### src/rtl/neural_burning_pkg.sv
`default_nettype none
// ============================================================================
//  Module      : neural_burning_pkg
//  Description : Shared definitions for the fetch/decode/layer pipeline:
//                opcode encodings, opcode field position, decode state type
//                and a width helper.
//  Revision    : 1.0  initial release
// ============================================================================
package neural_burning_pkg;

   localparam logic [3:0] OP_NOP     = 4'b0000;
   localparam logic [3:0] OP_FORWARD = 4'b0001;
   localparam logic [3:0] OP_HALT    = 4'b0010;

   localparam int OPCODE_MSB = 11;
   localparam int OPCODE_LSB = 8;

   typedef enum logic [1:0] {
      IDLE      = 2'd0,
      ISSUE     = 2'd1,
      WAIT_DONE = 2'd2,
      HALTED    = 2'd3
   } decode_state_t;

   // Counter width for n states; a single-state counter still needs one bit.
   function automatic int clog2_min1(input int n);
      return (n <= 1) ? 1 : $clog2(n);
   endfunction

endpackage
`default_nettype wire

### src/rtl/decode_layer_if.sv
`default_nettype none
// ============================================================================
//  Module      : decode_layer_if
//  Description : Instruction stream and layer control bundle between the
//                decode stage and its environment (fetch stage and layers).
//                slave  : decode_layer side
//                master : fetch/layer side
//  Ports       : instruction, instruction_valid, layer_done  (to decoder)
//                stop, layer_start, layer_id, sample_index,
//                busy, halted, illegal_op                    (from decoder)
//  Revision    : 1.0  initial release
// ============================================================================
interface decode_layer_if #(
   parameter int INSTRUCTION_SIZE = 12,
   parameter int LAYER_ID_WIDTH   = 4,
   parameter int SAMPLE_WIDTH     = 2
);
   logic [INSTRUCTION_SIZE-1:0] instruction;
   logic                        instruction_valid;
   logic                        stop;
   logic                        layer_start;
   logic [LAYER_ID_WIDTH-1:0]   layer_id;
   logic [SAMPLE_WIDTH-1:0]     sample_index;
   logic                        layer_done;
   logic                        busy;
   logic                        halted;
   logic                        illegal_op;

   modport slave (
      input  instruction, instruction_valid, layer_done,
      output stop, layer_start, layer_id, sample_index, busy, halted, illegal_op
   );

   modport master (
      output instruction, instruction_valid, layer_done,
      input  stop, layer_start, layer_id, sample_index, busy, halted, illegal_op
   );
endinterface
`default_nettype wire

### src/rtl/decode_layer_batch_counter.sv
`default_nettype none
// ============================================================================
//  Module      : batch_counter
//  Description : Sample index counter for one FORWARD batch. Clear has
//                priority over increment; incrementing on the last sample
//                wraps back to zero.
//  Ports       : clk, reset (async, active-high), clear, incr,
//                count (current sample), last (count == MAX_BATCH_SIZE-1)
//  Revision    : 1.0  initial release
// ============================================================================
module batch_counter
   import neural_burning_pkg::*;
#(
   parameter int MAX_BATCH_SIZE = 3,
   parameter int COUNT_WIDTH    = clog2_min1(MAX_BATCH_SIZE)
) (
   input  wire logic                   clk,
   input  wire logic                   reset,
   input  wire logic                   clear,
   input  wire logic                   incr,
   output      logic [COUNT_WIDTH-1:0] count,
   output      logic                   last
);

   localparam logic [COUNT_WIDTH-1:0] LAST_VALUE = COUNT_WIDTH'(MAX_BATCH_SIZE - 1);

   logic [COUNT_WIDTH-1:0] count_q;
   logic [COUNT_WIDTH-1:0] count_d;

   always_comb begin
      count_d = count_q;
      if (clear) begin
         count_d = '0;
      end else if (incr) begin
         count_d = (count_q == LAST_VALUE) ? '0 : count_q + 1'b1;
      end
   end

   always_ff @(posedge clk or posedge reset) begin
      if (reset) begin
         count_q <= '0;
      end else begin
         count_q <= count_d;
      end
   end

   assign count = count_q;
   assign last  = (count_q == LAST_VALUE);

endmodule
`default_nettype wire

### src/rtl/decode_layer.sv
`default_nettype none
// ============================================================================
//  Module      : decode_layer
//  Description : Consumer end of the fetch instruction stream. Decodes NOP,
//                FORWARD and HALT, runs one layer_start/layer_done handshake
//                per sample of a FORWARD batch and holds the fetch stage with
//                stop while an instruction is being executed.
//  Ports       : clk, reset (async, active-high)
//                bus (decode_layer_if.slave): instruction, instruction_valid,
//                layer_done in; stop (combinational), layer_start, layer_id,
//                sample_index, busy, halted, illegal_op (registered) out
//  Revision    : 1.0  initial release
// ============================================================================
module decode_layer
   import neural_burning_pkg::*;
#(
   parameter int INSTRUCTION_SIZE = 12,
   parameter int MAX_BATCH_SIZE   = 3,
   parameter int LAYER_ID_WIDTH   = 4
) (
   input wire logic      clk,
   input wire logic      reset,
   decode_layer_if.slave bus
);

   localparam int SAMPLE_WIDTH = clog2_min1(MAX_BATCH_SIZE);
   // layer_id sits at the top of the operand, directly below the opcode.
   localparam int LAYER_ID_MSB = OPCODE_LSB - 1;

   decode_state_t state_q, state_d;

   logic                      layer_start_q, layer_start_d;
   logic [LAYER_ID_WIDTH-1:0] layer_id_q,    layer_id_d;
   logic                      busy_q,        busy_d;
   logic                      halted_q,      halted_d;
   logic                      illegal_op_q,  illegal_op_d;

   logic                        stop_w;
   logic                        cnt_clear_w;
   logic                        cnt_incr_w;
   logic                        cnt_last_w;
   logic [SAMPLE_WIDTH-1:0]     cnt_w;
   logic [INSTRUCTION_SIZE-1:0] instr_w;
   logic [3:0]                  opcode_w;
   logic                        unused_instr_bits;

   assign instr_w  = bus.instruction;
   assign opcode_w = instr_w[OPCODE_MSB:OPCODE_LSB];
   // Low operand bits carry no meaning for the supported opcodes.
   assign unused_instr_bits = ^instr_w;

   batch_counter #(
      .MAX_BATCH_SIZE (MAX_BATCH_SIZE),
      .COUNT_WIDTH    (SAMPLE_WIDTH)
   ) u_batch_counter (
      .clk   (clk),
      .reset (reset),
      .clear (cnt_clear_w),
      .incr  (cnt_incr_w),
      .count (cnt_w),
      .last  (cnt_last_w)
   );

   always_comb begin
      state_d      = state_q;
      stop_w       = 1'b0;
      layer_id_d   = layer_id_q;
      illegal_op_d = illegal_op_q;
      cnt_clear_w  = 1'b0;
      cnt_incr_w   = 1'b0;

      case (state_q)
         IDLE: begin
            if (bus.instruction_valid) begin
               case (opcode_w)
                  OP_NOP: begin
                  end
                  OP_FORWARD: begin
                     // Hold fetch in the decode cycle so the word is not lost.
                     stop_w      = 1'b1;
                     layer_id_d  = instr_w[LAYER_ID_MSB -: LAYER_ID_WIDTH];
                     cnt_clear_w = 1'b1;
                     state_d     = ISSUE;
                  end
                  OP_HALT: begin
                     stop_w  = 1'b1;
                     state_d = HALTED;
                  end
                  default: begin
                     // Undefined opcode: flag it and let fetch move on.
                     illegal_op_d = 1'b1;
                  end
               endcase
            end
         end
         ISSUE: begin
            // The layer cannot answer in its start cycle; layer_done is ignored.
            stop_w  = 1'b1;
            state_d = WAIT_DONE;
         end
         WAIT_DONE: begin
            stop_w = 1'b1;
            if (bus.layer_done) begin
               cnt_incr_w = 1'b1;
               if (cnt_last_w) begin
                  // Release fetch in exactly the cycle the batch completes,
                  // so the next word is loaded once and decoded in IDLE.
                  stop_w  = 1'b0;
                  state_d = IDLE;
               end else begin
                  state_d = ISSUE;
               end
            end
         end
         HALTED: begin
            stop_w = 1'b1;
         end
         default: begin
            state_d = IDLE;
         end
      endcase

      // Registered outputs are derived from the next state so they are
      // valid throughout the cycle the FSM spends in that state.
      layer_start_d = (state_d == ISSUE);
      busy_d        = (state_d == ISSUE) || (state_d == WAIT_DONE);
      halted_d      = (state_d == HALTED);
   end

   always_ff @(posedge clk or posedge reset) begin
      if (reset) begin
         state_q       <= IDLE;
         layer_start_q <= 1'b0;
         layer_id_q    <= '0;
         busy_q        <= 1'b0;
         halted_q      <= 1'b0;
         illegal_op_q  <= 1'b0;
      end else begin
         state_q       <= state_d;
         layer_start_q <= layer_start_d;
         layer_id_q    <= layer_id_d;
         busy_q        <= busy_d;
         halted_q      <= halted_d;
         illegal_op_q  <= illegal_op_d;
      end
   end

   // stop is forced low for as long as reset is held.
   assign bus.stop         = stop_w & ~reset;
   assign bus.layer_start  = layer_start_q;
   assign bus.layer_id     = layer_id_q;
   assign bus.sample_index = cnt_w;
   assign bus.busy         = busy_q;
   assign bus.halted       = halted_q;
   assign bus.illegal_op   = illegal_op_q;

endmodule
`default_nettype wire

### src/flat_wrapper.sv
// flat-port wrapper written by rule: the top's interface ports become plain ports
module decode_layer_flat import neural_burning_pkg::*;
#(
   parameter int INSTRUCTION_SIZE = 12,
   parameter int MAX_BATCH_SIZE   = 3,
   parameter int LAYER_ID_WIDTH   = 4
)
  (clk, reset, bus_instruction, bus_instruction_valid, bus_layer_done, bus_stop, bus_layer_start, bus_layer_id, bus_sample_index, bus_busy, bus_halted, bus_illegal_op);
  decode_layer_if #(.INSTRUCTION_SIZE(INSTRUCTION_SIZE), .LAYER_ID_WIDTH(LAYER_ID_WIDTH), .SAMPLE_WIDTH(2)) bus_i ();
  input wire logic clk;
  input wire logic reset;
  input wire logic [$bits(bus_i.instruction)-1:0] bus_instruction;
  input wire logic [$bits(bus_i.instruction_valid)-1:0] bus_instruction_valid;
  input wire logic [$bits(bus_i.layer_done)-1:0] bus_layer_done;
  output wire logic [$bits(bus_i.stop)-1:0] bus_stop;
  output wire logic [$bits(bus_i.layer_start)-1:0] bus_layer_start;
  output wire logic [$bits(bus_i.layer_id)-1:0] bus_layer_id;
  output wire logic [$bits(bus_i.sample_index)-1:0] bus_sample_index;
  output wire logic [$bits(bus_i.busy)-1:0] bus_busy;
  output wire logic [$bits(bus_i.halted)-1:0] bus_halted;
  output wire logic [$bits(bus_i.illegal_op)-1:0] bus_illegal_op;
  assign bus_i.instruction = bus_instruction;
  assign bus_i.instruction_valid = bus_instruction_valid;
  assign bus_i.layer_done = bus_layer_done;
  assign bus_stop = bus_i.stop;
  assign bus_layer_start = bus_i.layer_start;
  assign bus_layer_id = bus_i.layer_id;
  assign bus_sample_index = bus_i.sample_index;
  assign bus_busy = bus_i.busy;
  assign bus_halted = bus_i.halted;
  assign bus_illegal_op = bus_i.illegal_op;
  decode_layer #(.INSTRUCTION_SIZE(INSTRUCTION_SIZE), .MAX_BATCH_SIZE(MAX_BATCH_SIZE), .LAYER_ID_WIDTH(LAYER_ID_WIDTH)) u_core (.clk(clk), .reset(reset), .bus(bus_i));
endmodule
### config.mk
export PLATFORM = sky130hd
export DESIGN_NAME = decode_layer_flat
export DESIGN_NICKNAME = d
export VERILOG_FILES = /design/src/rtl/neural_burning_pkg.sv /design/src/rtl/decode_layer_if.sv /design/src/rtl/decode_layer_batch_counter.sv /design/src/rtl/decode_layer.sv /design/src/flat_wrapper.sv
export SDC_FILE = /design/constraint.sdc
export NUM_CORES = 1
export LEC_CHECK = 0
export CAP_MARGIN = 20
export CORE_AREA = 3 3 40 42
export CTS_BUF_LIST = sky130_fd_sc_hd__clkbuf_4
export DETAILED_ROUTE_END_ITERATION = 16
export DIE_AREA = 0 0 43 45
export PLACE_DENSITY = 0.83
export SLEW_MARGIN = 20
export SYNTH_ARGS = -nofsm -noshare
export SYNTH_HDL_FRONTEND = slang
export SYNTH_SLANG_ARGS = --single-unit
### constraint.sdc
create_clock -name clk -period 3.1 [get_ports clk]
set_clock_uncertainty 0.1 [all_clocks]
set_input_delay 0.31 -clock clk [delete_from_list [all_inputs] [get_ports clk]]
set_output_delay 0.31 -clock clk [all_outputs]
set_load 0.02 [all_outputs]
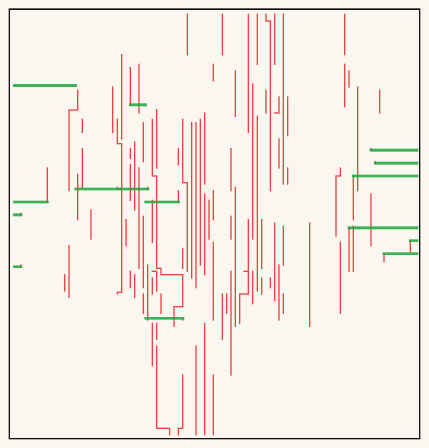
Fig. 1. Signal wires by layer (run 1).
Two of the layers only.
[red] met2 | wire length: 599 um
[green] met3 | wire length: 55.0 um
Routed WL per cell: 13.3 um
Routed WL: 1170 um

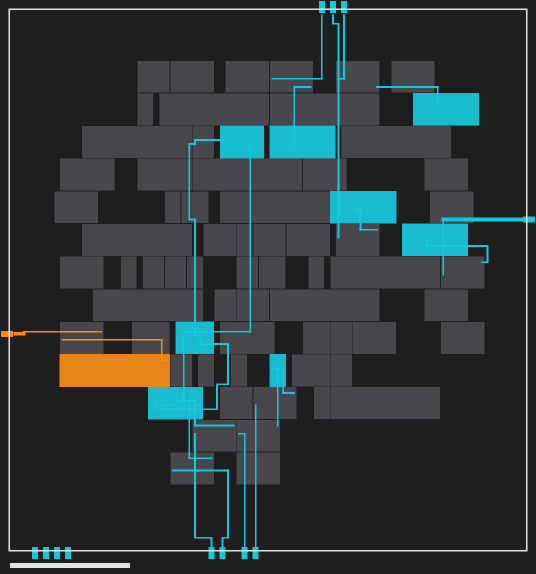
Fig. 2. Wires at chosen ports, followed through buffers (run 1).
Bar = 10 um.
[cyan] `bus_instruction` | bits: 12 | direction: input | edge: 8 bottom, 3 top, 1 right | end cells: 9 | buffers: 8 | wire: 198 um
[orange] `bus_illegal_op` | bits: 1 | direction: output | edge: left | end cells: 1 | buffers: 1 | wire: 17.7 um
# IOs: 27
number of port buffers: 22

==> metrics.yaml, run 1 <==
outcome:
  outcome: "complete, no violations"
cts:
  cts_tree: "yes"
  cts_root_buf: "clkbuf_4"
  cts.sinks: 12
  htree_levels: 1
  cts.clk_slew.worst_paths_ns: 0.07
  post_cts_buffers: 0
  cts-hold-fix-buffers: 0
final_timing:
  max_freq_ghz: 0.426
  fin_hold_ws_ns: 0.266
  tightest_slew_ns: 0.449
  finalSetupTns_ns: 0
  fin_crit_ns: 2.35
  fin_ws_ns: 0.753
yosys:
  yosys_warnings: 0
  ys_area_um2: 566
  syn_nets: 66
  ys_sh_mux_pct: 10.6
  ys_cells: 48
  syn_area_per_cell_um2: 11.8
  synthSimpleGateAreaFrac_pct: 17.9
  ys_sh_adder_pct: 4.42
  yosys.area_share.aoi_pct: 7.74
  ys_seq_share_pct: 53.1
place:
  place_congestion: 0.758
  placed_area_um2: 793
  hpwlAfterDp_um: 817
pwr:
  p_sw_share_pct: 36.5
  pwr-share-seq_pct: 38.4
  netSwitchingPower_uw: 257
  combPwrFrac_pct: 47.5
  p_leak_uw: 0.000366
  ir_drop_v: 0.000433
  p_total_uw: 706
  power.share.clock_pct: 14.1
setup_path:
  crit_end: "bus_stop"
  crit_type: "in -> out"
  r2r_end: "u_core.bus.layer_id[0]"
  cp-start-kind: "input pin"
  path_cells: "clkdlybuf4s50_1 -> nor3b_2 -> nand3_1 -> a21oi_1 -> clkdlybuf4s50_1"
  critPathSlowestCell: "clkdlybuf4s50_1"
  end_kind: "output pin"
  r2r_cells: 3
layout:
  fillCellCount: 106
  stdcell_count: 88
  lay_top_cells: "clkdlybuf4s50_1, dfrtp_1, a21oi_1"
  fin_nets: 92
  n_antenna_cell: 0
route:
  dr_wl_met3_um: 54
  drt-initial-drc-count: 4
grt:
  first_global_vias: 494
  grt_pass1_wl_um: 2140
  grt_max_degree: 13
run:
  openroad.warnings: 31
  cap_violations: 0
min_path:
  hold_path_class: "in -> async"
die:
  row_count: 13
  die_w_um: 43
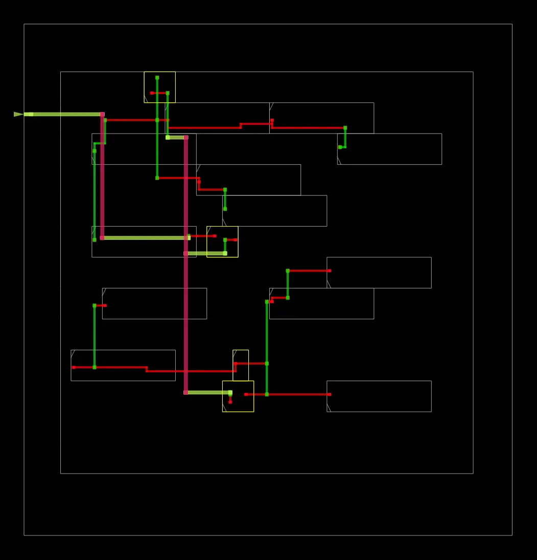
Fig. 3. Clock wiring as the flow saved it (run 1).
registers: 12
clock buffer count: 3

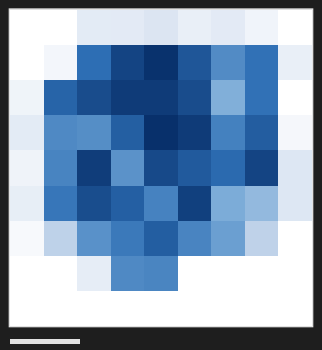
Fig. 4. Cell area per tile (run 1).
Bar = 10 um. The die is cut into 9 by 9 equal tiles; white is low, dark blue is high, 0 to 100% covered.
emptiest ninth of the die: bottom right
nearly empty tiles: 26%
densest ninth of the die: middle
Initial Util: 44.0%
final core utilization: 63.8%
core area: 0.00128 mm^2

==> run 1: worst max-delay path, delay by kind of cell <==
family	cells	cell delay [ns]
AND-OR/OR-AND	1	0.15
buffers and inverters	2	1.07
AND/OR/NAND/NOR	2	0.40
==> run 1: flip-flops by register name, summed over array words and instances (netlist names) <==
signal / cells
u_core.bus.busy: 1
u_core.bus.halted: 1
u_core.bus.illegal_op: 1
u_core.bus.layer_id: 4
u_core.bus.layer_start: 1
u_core.state_q: 2
u_core.u_batch_counter.count: 2
==> run 1: Yosys cell counts, drive strengths merged <==
master / count / share of area [%]
buf: 1 / 2.0
nand3: 1 / 0.88
nand4b: 1 / 1.5
ha: 2 / 4.4
or3b: 1 / 1.5
and4b: 1 / 1.8
nand2: 5 / 3.3
nor3b: 1 / 2.2
xor2: 1 / 1.5
nand3b: 2 / 2.7
nand2b: 1 / 1.1
and2: 1 / 1.1
mux2: 4 / 11
dfrtp: 12 / 53
o21ai: 1 / 0.88
nor2: 1 / 0.66
or3: 1 / 1.1
inv: 4 / 2.7
a21oi: 6 / 5.3
a21o: 1 / 1.5
==> run 1: layout make-up <==
class                           instances  area [um^2]  area share, %
Tap cell                               15         18.8           2.29
Timing Repair Buffer                   22          220           26.9
Sequential cell                        12          300           36.6
Inverter                                4         15.0           1.83
Clock buffer                            3         22.5           2.75
Clock inverter                          1         3.75          0.458
Multi-Input combinational cell         31          239           29.2
==> run 1: routing by layer <==
layer,track usage [%],up-vias
met1,18.3,210
met5,0,-
met2,24.9,13
met4,10.8,0
met3,3.59,5
li1,-,211
==> run 1: power by group through the flow <==
stage	Sequential, uW	Combinational, uW	Clock, uW
floorplan	332	121	0
finish	271	335	99.8
detailed placement	273	336	0
global placement	267	332	0
global route	281	369	112
CTS	271	340	103
Fig. 5: run 1, signal wires on met1
Supply wires on this layer in grey.
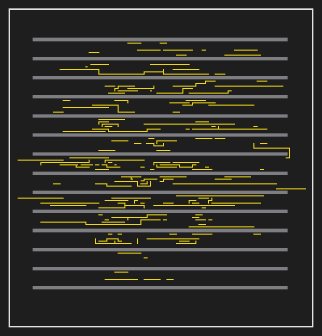

==> inputs of run 2 (changes only) <==
CORE_AREA = not set   (was 3 3 40 42)
CORE_MARGIN = 3   (was not set)
CORE_UTILIZATION = 41   (was not set)
DIE_AREA = not set   (was 0 0 43 45)
PLACE_DENSITY = 0.81   (was 0.83)
clock period = 2.4 ns   (was 3.1 ns; I/O delays follow)
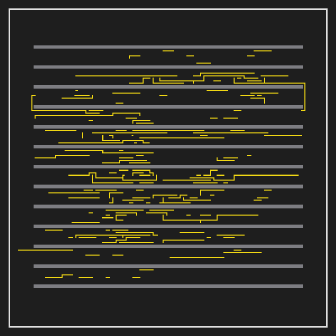
Fig. 6. Signal wires on met1 (run 2).
Supply wires on this layer in grey.
main direction: horizontal
longest straight run: 13.8 um
nets with wire on the layer: 74
met1 Track Usage GR: 16.1%
Routed WL: 1130 um

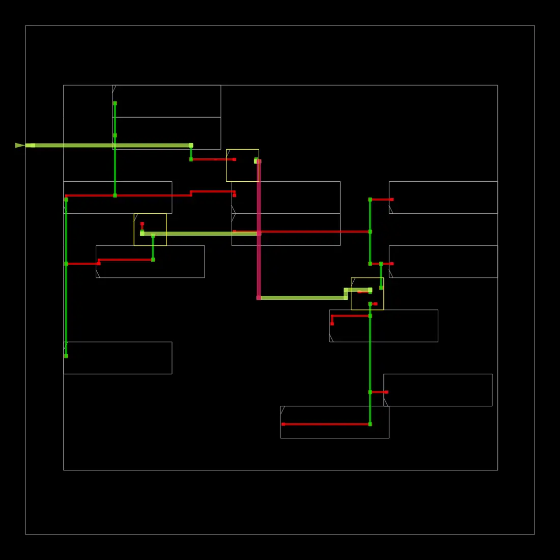
Fig. 7. Clock wiring as the flow saved it (run 2).
CTS sink cnt: 12
clock-net power: 117 uW
Late-Pin Clk Latency: 0.26 ns
CTS Buf Count: 3

==> run 2 against run 1 <==
Register-to-register slack got worse by 0.70 ns. Utilization is 4.0 points higher. Combinational power rose by about 30%. Largest power group unchanged. Sequential cell count is the same. Cell count decreased by 2.3%. Die size fell by 3.8%. Critical endpoint unchanged. Sequential power grew about 30%. Count of clock-buffer cells in the layout stayed put. Setup slack worse by 0.63 ns. Clock power grew about 20%.
==> metrics.yaml, run 2 <==
yosys:
  synth_area_leader_cell: "dfrtp_1"  # unchanged
  synthSimpleGateAreaFrac_pct: 17.9  # unchanged
  yosys-top-cells-count: "dfrtp_1, a21oi_1, nand2_1"  # unchanged
  edf_count: 0  # unchanged
  ys_area_um2: 566  # unchanged
  async_reset_ff_share_pct: 100  # unchanged
  ys_sh_adder_pct: 4.42  # unchanged
  ys_seq_share_pct: 53.1  # unchanged
  ys_cells: 48  # unchanged
  area_leaders: "dfrtp_1, mux2_4, a21oi_1"  # unchanged
  syn_area_per_cell_um2: 11.8  # unchanged
  ys_sh_mux_pct: 10.6  # unchanged
  ys_top_logic_family: "simple AND/OR/NAND/NOR gates"  # unchanged
  yosys.area_share.aoi_pct: 7.74  # unchanged
  most_common_cell: "dfrtp_1"  # unchanged
  syn_nets: 66  # unchanged
  yosys.area.top_type_share_pct: 53.1  # unchanged
  yosys_warnings: 0  # unchanged
layout:
  fillCellCount: 110  # was 106
  stdcell_count: 86  # was 88
  seq_area_um2: 300  # unchanged
  lay_top_cells: "clkdlybuf4s50_1, dfrtp_1, a21oi_1"  # unchanged
  combGateArea_um2: 239  # unchanged
  n_antenna_cell: 0  # unchanged
  fin_nets: 92  # unchanged
  largest_reg_flops: 4  # unchanged
pwr:
  power.share.clock_pct: 12.9  # was 14.1%
  netSwitchingPower_uw: 327  # was 257 uW
  combPwrFrac_pct: 48.2  # was 47.5%
  pwr-share-seq_pct: 38.9  # was 38.4%
  p_total_uw: 905  # was 706 uW
  powerComb_uw: 437  # was 335 uW
  top_power_group: "combinational logic"  # unchanged
  ir_drop_v: 0.000657  # was 0.000433 V
  p_sw_share_pct: 36.1  # was 36.5%
  p_leak_uw: 0.000364  # was 0.000366 uW
  seq_cell_power_uw: 352  # was 271 uW
run:
  cap_violations: 0  # unchanged
  openroad.warnings: 31  # unchanged
final_timing:
  finalSetupTns_ns: 0  # unchanged
  fin_hold_ws_ns: 0.199  # was 0.266 ns
  fin_ws_ns: 0.118  # was 0.753 ns
  max_freq_ghz: 0.438
  post-route-period-util_pct: 95.1
  tightest_slew_ns: 0.441  # was 0.449 ns
  fin_crit_ns: 2.28
die:
  fp_util_pct: 47.1  # was 44.0%
  dieHeight_um: 43.1  # was 45 um
  ios: 27  # unchanged
  die_w_um: 43.1  # was 43 um
  core_area_mm2: 0.00120  # was 0.00128 mm^2
  chipArea_mm2: 0.00186  # was 0.00194 mm^2
  row_count: 12  # was 13
outcome:
  outcome: "complete, no violations"  # unchanged
setup_path:
  crit_type: "reg -> out"  # was in -> out
  end_kind: "output pin"  # unchanged
  cp-start-kind: "register"  # was input pin
min_path:
  hold_path_class: "in -> async"  # unchanged
place:
  hpwlAfterDp_um: 914  # was 817 um
  io_buffers: 22  # unchanged
  place_congestion: 0.756  # was 0.758
  placed_area_um2: 792  # was 793 um^2
route:
  wl_per_cell_um: 13.1  # was 13.3 um
  drt-initial-drc-count: 2  # was 4
cts:
  cts-hold-fix-buffers: 0  # unchanged
  htree_levels: 1  # unchanged
  cts_tree: "yes"  # unchanged
  post_cts_buffers: 0  # unchanged
  cts.clk_slew.worst_paths_ns: 0.07  # about the same
  cts_root_buf: "clkbuf_4"  # unchanged
grt:
  grt_max_degree: 13  # unchanged
  first_global_vias: 431  # was 494
  antenna_found_initial: 0  # unchanged
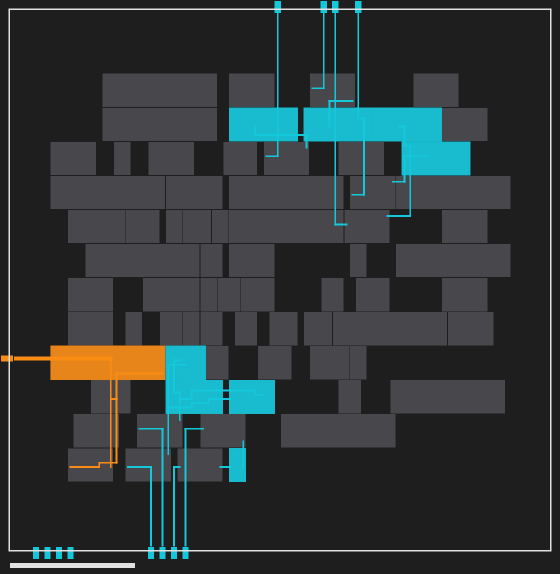
Fig. 8. Wires at chosen ports, followed through buffers (run 2).
Bar = 10 um.
[cyan] `bus_instruction` | bits: 12 | direction: input | edge: 8 bottom, 4 top | end cells: 9 | buffers: 8 | wire: 145 um
[orange] `bus_illegal_op` | bits: 1 | direction: output | edge: left | end cells: 1 | buffers: 1 | wire: 31.6 um

run 2: cell types whose count changed in the layout (fill, tap and decap cells not counted), sizes merged:
cell and delta:
clkinv -1
run 2: layout make-up:
cell class              count  share of cell area, %
flip-flops and latches     12                   36.9
clock buffers               3                   2.76
well taps                  14                   2.15
repair buffers             22                   27.0
inverters                   4                   1.84
multi-input cells          31                   29.3
run 2: logic make-up (layout without fill, tap and decap cells):
kind of cell | Yosys count | in the layout
flip-flops | 12 | 12
buffers and inverters | 5 | 29
adder cells (fa/ha/maj) | 2 | 2
AND/OR/NAND/NOR | 16 | 16
multiplexers | 4 | 4
AND-OR/OR-AND | 8 | 8
XOR/XNOR | 1 | 1
run 2: worst max-delay path, stage by stage, from the launching register on:
cell and delay, ns:
dfrtp_1 0.44, nor3b_2 0.30, nand3_1 0.14, a21oi_1 0.16, clkdlybuf4s50_1 0.63
run 2: layer usage:
metal / up-vias / wire, um / global-route usage, %
met5: - / 0 / 0
met4: 0 / 11 / 3.61
met3: 3 / 77 / 7.20
met2: 13 / 553 / 23.3
met1: 207 / 483 / 16.1
li1: 212 / - / -
run 2: final timing paths:
path                                  startpoint  slack (ns)  depth (start not counted)                      to
setup reg to reg               u_core.state_q[1]        0.66                          3  u_core.bus.layer_id[1]
min in group clk           u_core.bus.illegal_op        0.37                          1   u_core.bus.illegal_op
setup / recovery               u_core.state_q[1]        0.12                          4                bus_stop
hold / removal                             reset        0.20                          2       u_core.state_q[1]
hold reg to reg            u_core.bus.illegal_op        0.37                          1   u_core.bus.illegal_op
max in group asynchronous                  reset        1.70                          2  u_core.bus.layer_start
Fig. 9: run 2, signal wires by layer
Two of the layers only.
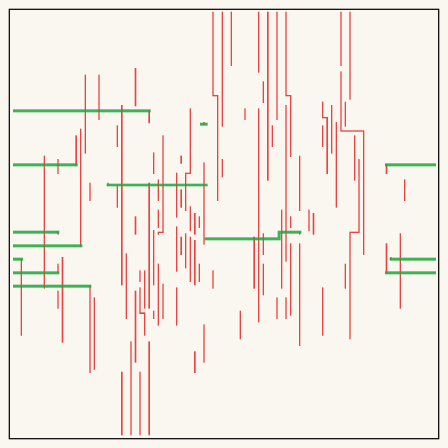

==> inputs of run 3 (changes only) <==
CORE_AREA = 3 3 40 42   (was not set)
CORE_MARGIN = not set   (was 3)
CORE_UTILIZATION = not set   (was 41)
DIE_AREA = 0 0 43 45   (was not set)
PLACE_DENSITY = 0.83   (was 0.81)
clock period = 2.7 ns   (was 2.4 ns; I/O delays follow)
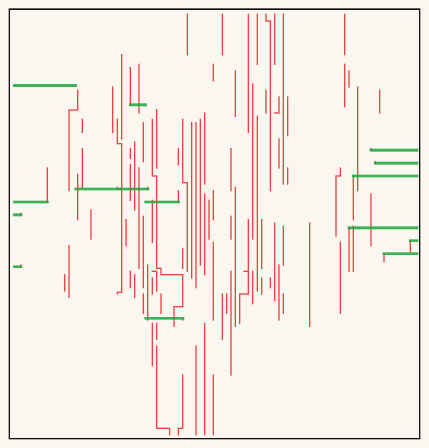
Fig. 10. Signal wires by layer (run 3).
Two of the layers only.
routed via count: 439
Routed WL: 1170 um
GR Util All Layers: 15.4%

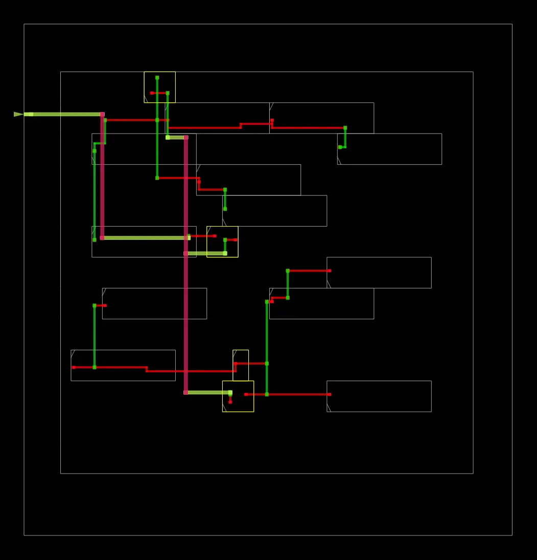
Fig. 11. Clock wiring as the flow saved it (run 3).
clock-net power: 115 uW
Late-Pin Clk Latency: 0.28 ns

==> run 3 against run 2 <==
Sequential cell count unchanged. Clock power about the same. Via count increased by 0.92%. Sequential power shrank 12%. Global-route usage is 1.2 points higher. First-iteration DRC count increased by 100%. Wire length increased by 4.2%. Synthesized cell count stayed put. Critical path type unchanged.
==> metrics.yaml, run 3 <==
outcome:
  outcome: "complete, no violations"  # unchanged
cts:
  cts_tree: "yes"  # unchanged
  cts.sinks: 12  # unchanged
  cts_root_buf: "clkbuf_4"  # unchanged
  htree_levels: 1  # unchanged
  cts.clk_slew.worst_paths_ns: 0.07  # about the same
yosys:
  async_reset_ff_share_pct: 100  # unchanged
  ys_seq_share_pct: 53.1  # unchanged
  ys_sh_adder_pct: 4.42  # unchanged
  area_leaders: "dfrtp_1, mux2_4, a21oi_1"  # unchanged
  most_common_cell: "dfrtp_1"  # unchanged
  synth-main-ff-cell: "dfrtp_1"  # unchanged
  synthSimpleGateAreaFrac_pct: 17.9  # unchanged
  yosys_warnings: 0  # unchanged
  yosys.area.top_type_share_pct: 53.1  # unchanged
  syn_area_per_cell_um2: 11.8  # unchanged
  yosys.area_share.aoi_pct: 7.74  # unchanged
setup_path:
  crit_end: "bus_stop"  # unchanged
  critical-path-top-delay-family: "buffers and inverters"  # unchanged
  path_cells: "nor3b_2 -> nand3_1 -> a21oi_1 -> clkdlybuf4s50_1"  # unchanged
  end_kind: "output pin"  # unchanged
  critPathSlowestCell: "clkdlybuf4s50_1"  # unchanged
  cp.buffers_inverters: 1  # unchanged
pwr:
  ir_drop_v: 0.000497  # was 0.000657 V
  p_sw_share_pct: 36.5  # was 36.1%
  p_leak_uw: 0.000366  # was 0.000364 uW
  combPwrFrac_pct: 47.5  # was 48.2%
place:
  io_buffers: 22  # unchanged
  hpwlAfterDp_um: 817  # was 914 um
  place_congestion: 0.758  # was 0.756
grt:
  grt_pass1_wl_um: 2140  # was 1960 um
layout:
  fin_nets: 92  # unchanged
  lay_top_cells: "clkdlybuf4s50_1, dfrtp_1, a21oi_1"  # unchanged
die:
  die_w_um: 43  # was 43.1 um
  dieHeight_um: 45  # was 43.1 um
  fp_util_pct: 44.0  # was 47.1%
final_timing:
  fin_crit_ns: 2.30
  tightest_slew_ns: 0.449  # was 0.441 ns
  post-route-period-util_pct: 85.1
  finalSetupTns_ns: 0  # unchanged
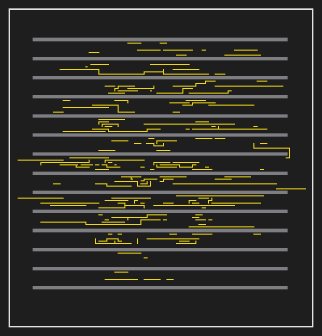
Fig. 12. Signal wires on met1 (run 3).
Supply wires on this layer in grey.
longest straight run: 14.7 um
wire length on this layer: 486 um
met1 Track Usage GR: 18.3%

==> run 3: netlist changes by cell type in the layout (fill, tap and decap cells not counted), sizes merged <==
cell,change
clkinv,+1
==> run 3: metal layers <==
metal	track usage, %	up-vias	routed length [um]
li1	-	211	-
met1	18.3	210	485
met2	24.9	13	599
met3	3.59	5	54
met4	10.8	0	33
met5	0	-	0
==> run 3: final cells by class <==
cell class,count,share of cell area (%)
well taps,15,2.29
flip-flops and latches,12,36.6
multi-input cells,31,29.2
repair buffers,22,26.9
clock inverters,1,0.458
inverters,4,1.83
clock buffers,3,2.75
==> run 3: power by group through the flow <==
stage | logic, uW | registers, uW | clock network, uW
after global routing | 423 | 323 | 129
after floorplan | 139 | 382 | 0
after global placement | 381 | 307 | 0
final | 385 | 311 | 115
after CTS | 390 | 311 | 118
after detailed placement | 385 | 314 | 0
==> run 3: worst min path at each step <==
stage / startpoint / to / slack [ns] / cells past startpoint
after CTS: reset / u_core.state_q[1] / 0.24 / 2
final: reset / u_core.state_q[1] / 0.23 / 2
after floorplan: reset / u_core.bus.busy / 0.03 / 1
after global placement: u_core.bus.illegal_op / u_core.bus.illegal_op / 0.35 / 1
after global routing: reset / u_core.state_q[1] / 0.26 / 2
after detailed placement: u_core.bus.illegal_op / u_core.bus.illegal_op / 0.35 / 1
==> run 3: through the flow <==
stage	cell area [um^2]	cells	hold WS, ns	util [%]	setup slack, ns
6_report	820	88	0.226	63.8	0.404
5_1_grt	820	88	0.262	63.8	0.294
4_1_cts	820	88	0.241	63.8	0.405
3_5_place_dp	793	84	0.350	61.7	0.487
3_3_place_gp	793	84	0.352	61.7	0.461
2_1_floorplan	566	48	0.0347	-	1.20
Power and IR drop assume default switching activity.
